Floorplan with the power grid:
The bar under the picture is 20 um long. Pins as bars on the die edge. Tap cells in grey.
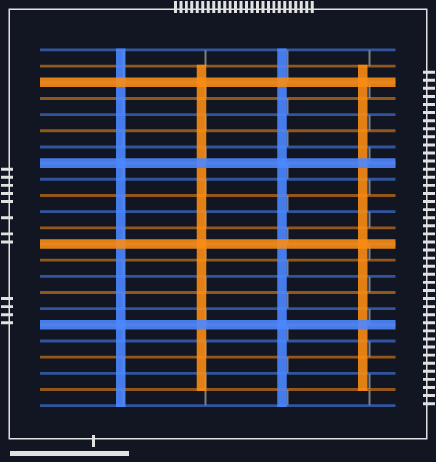
Placement by cell class:
The bar under the picture is 20 um long.
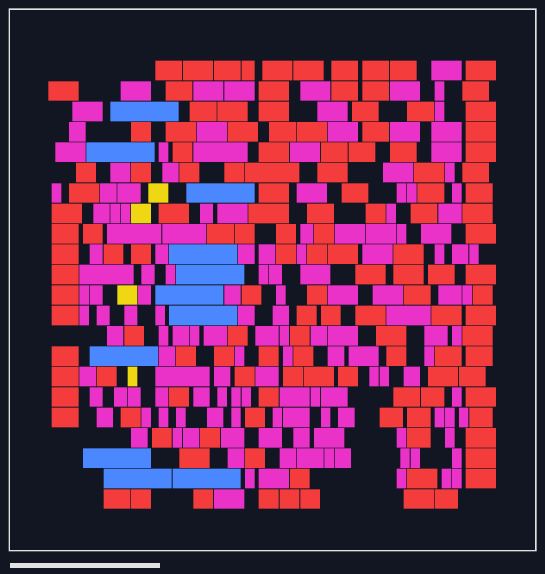
==> config.mk <==
export PLATFORM = sky130hd
export DESIGN_NAME = scratch_spill_ctrl_flat
export DESIGN_NICKNAME = d
export VERILOG_FILES = /design/src/rtl/scratch_pkg.sv /design/src/rtl/scratch_spill_ctrl_if.sv /design/src/rtl/LUT_dm.sv /design/src/rtl/scratch_spill_ctrl.sv /design/src/flat_wrapper.sv
export SDC_FILE = /design/constraint.sdc
export NUM_CORES = 1
export LEC_CHECK = 0
export ABC_AREA = 1
export CAP_MARGIN = 20
export CORE_AREA = 5 5 65 67
export DETAILED_ROUTE_END_ITERATION = 8
export DIE_AREA = 0 0 70 72
export HOLD_SLACK_MARGIN = 0.12
export PLACE_DENSITY_LB_ADDON = 0.15
export SLEW_MARGIN = 15
export SYNTH_ARGS = -nofsm -noshare
export SYNTH_HDL_FRONTEND = slang
export SYNTH_SLANG_ARGS = --single-unit
==> constraint.sdc <==
create_clock -name Clk -period 1.3 [get_ports Clk]
set_input_delay 0.325 -clock Clk [delete_from_list [all_inputs] [get_ports Clk]]
set_output_delay 0.325 -clock Clk [all_outputs]
set_load 0.02 [all_outputs]
==> impl_metrics.toml <==
# implementation run metrics
[run_status]
status = "finished with violations"
violations = "negative setup slack"

[finish]
regArea_um2 = 275
fin_util_pct = 75.4
clock_buffers = 4
lay_top_count = "buf_4"
largest_reg_flops = 8
nFlopsAndLatches = 11
drive_gt1_share_pct = 56.9
fin_cells = 347
dominant-cell-class = "non-clock buffers"
clk_share_pct = 0.974
sh_comb_area_pct = 33.8
final_nets = 348
signal_buffers = 136
inverters = 25
diodes = 0
buf_share_pct = 48.3
logic_gates = 123
synthToLayoutAreaGrowth_pct = 162
fillers = 268

[synth]
ys_types = 25
aoi_share_pct = 23.4
synthTopCellsByArea = "dfrtp_1 (27%), nand2_1 (15%), a32o_1 (7.8%)"
yosys-stat-area_mm2 = 0.00103
top_logic_kind = "simple AND/OR/NAND/NOR gates"
synthCells = 163
ys_ff = 11
synth.cellmix.simpleShare_pct = 37.8
syn_nets = 211
ys_sh_xor_pct = 0
synth.cell_area_mm2 = 0.00103
top_cell_area_share_pct = 26.8
synth_stat.cells = 163
yosysSeqAreaShare_pct = 26.8
ys_sh_adder_pct = 0
synth.yosys.warnings = 0

[timing]
finalSetupViolCount = 37
maxSlewHeadroom_pct = 84.0
fin_skew_ps = 3.97
hold_viol = 0
period_used_pct = 139
whs_ps = 340
postLayoutSetupSlackWorst_ps = -503
maxSlewViolCount = 0
worst_pin_slew_ps = 238
post-route-min-period_ps = 1800

[floorplanning]
fp_util_pct = 28.7
dieArea_mm2 = 0.00504
fp.dieW_um = 70
nWellTaps = 48

[flow_run]
openroad.warnings = 29
cap_viol_max_count = 0

[power_and_ir_drop]
p_sw_uw = 2570
cellLeakagePower_uw = 0.00130
pwr-share-seq_pct = 12.1
powerDensity_mw_per_mm2 = 2020
p_sw_share_pct = 47.2
power.total_uw = 5450
p_clk_uw = 233
comb-power_uw = 4560
p_int_uw = 2870
maxPowerGroup = "combinational cells"
powerSeq_uw = 659
power_frac_comb_pct = 83.6
power.share.clock_pct = 4.3

[critical_path]
path_cells = "inv_2, nor2_4, inv_4, nor2_8, buf_12, inv_12, o21ai_2, buf_6"
startpoint_type = "flop"
max_stage_delay_ps = 360
worst-r2r-cell-count = 14
worstSetupPathType = "flop to output port"
critPathTopFamily = "buffers and inverters"
cp_max_fo = 8
crit_cells = 8

[clock_tree]
numCtsBuffers = 3
holdBufCountCts = 0
h-tree-depth = 1
cts.path.max_buffers = 2
clock_sinks = 11
cts-root-buf = "clkbuf_4"
cts_tree = "yes"

[routing]
drc = 0
met2_length_um = 2090
dr.pass1.iters = 4
wl_met1_um = 2000
routed.top_layer = "met4"
detail_route.iter0.violations = 57
wl_um = 4420
wl_per_cell_um = 12.7
vias = 1569

[placement]
place_ws_ps = -955
dp_cells = 329
hpwl_um = 3170
numPortBuffers = 80

[grt]
grt_pass1_wl_um = 6530
grt_max_degree = 16
antenna_found_initial = 0
grt_pass1_vias = 1447
grt.total_usage_pct = 15.3
overflow = 0

[hold_path]
hold_path.class = "input pin to asynchronous set/reset pin"
Notes on 'floorplan with the power grid' above:
orange -> VDD
blue -> VSS
met5 straps = 4
signal pins = 81
Core ar.: 0.00358 mm^2
die height: 72 um
Max VDD drop: 1.53 mV

Notes on 'placement by cell class' above:
yellow -> clock drivers and dummy loads  # cells 4, share of their area 1.0%
blue -> registers  # cells 11, share of their area 10%
magenta -> remaining logic cells  # cells 148, share of their area 39%
red -> remaining buffers and delay cells  # cells 136, share of their area 49%
row cnt: 22
fin area: 0.00270 mm^2
Seq area share: 10.2%

[timing repair]
| item | CTS | global route |
|---|---|---|
| endpoints found under the setup margin | 43 | 38 |
| buffers inserted | 9 | 8 |
| resized | 242 | 35 |
| pin swaps | 14 | 15 |
| gates cloned | 1 | 2 |
[layer usage]
metal | global-route usage (%) | up-vias
met5 | 0 | -
met4 | 1.28 | 0
met2 | 26.9 | 62
met1 | 20.6 | 695
met3 | 2.77 | 2
li1 | - | 810
[cell usage after synthesis, drive strengths merged]
master / n
a21oi: 8
a32o: 8
nor2: 28
a31oi: 1
dfrtp: 11
nor3: 1
inv: 23
nand3: 4
buf: 4
o22ai: 6
clkbuf: 2
o211ai: 1
clkinv: 1
nand2: 50
nor4: 1
o21ai: 13
or2: 1
Power is estimated from default activity; no workload was simulated.
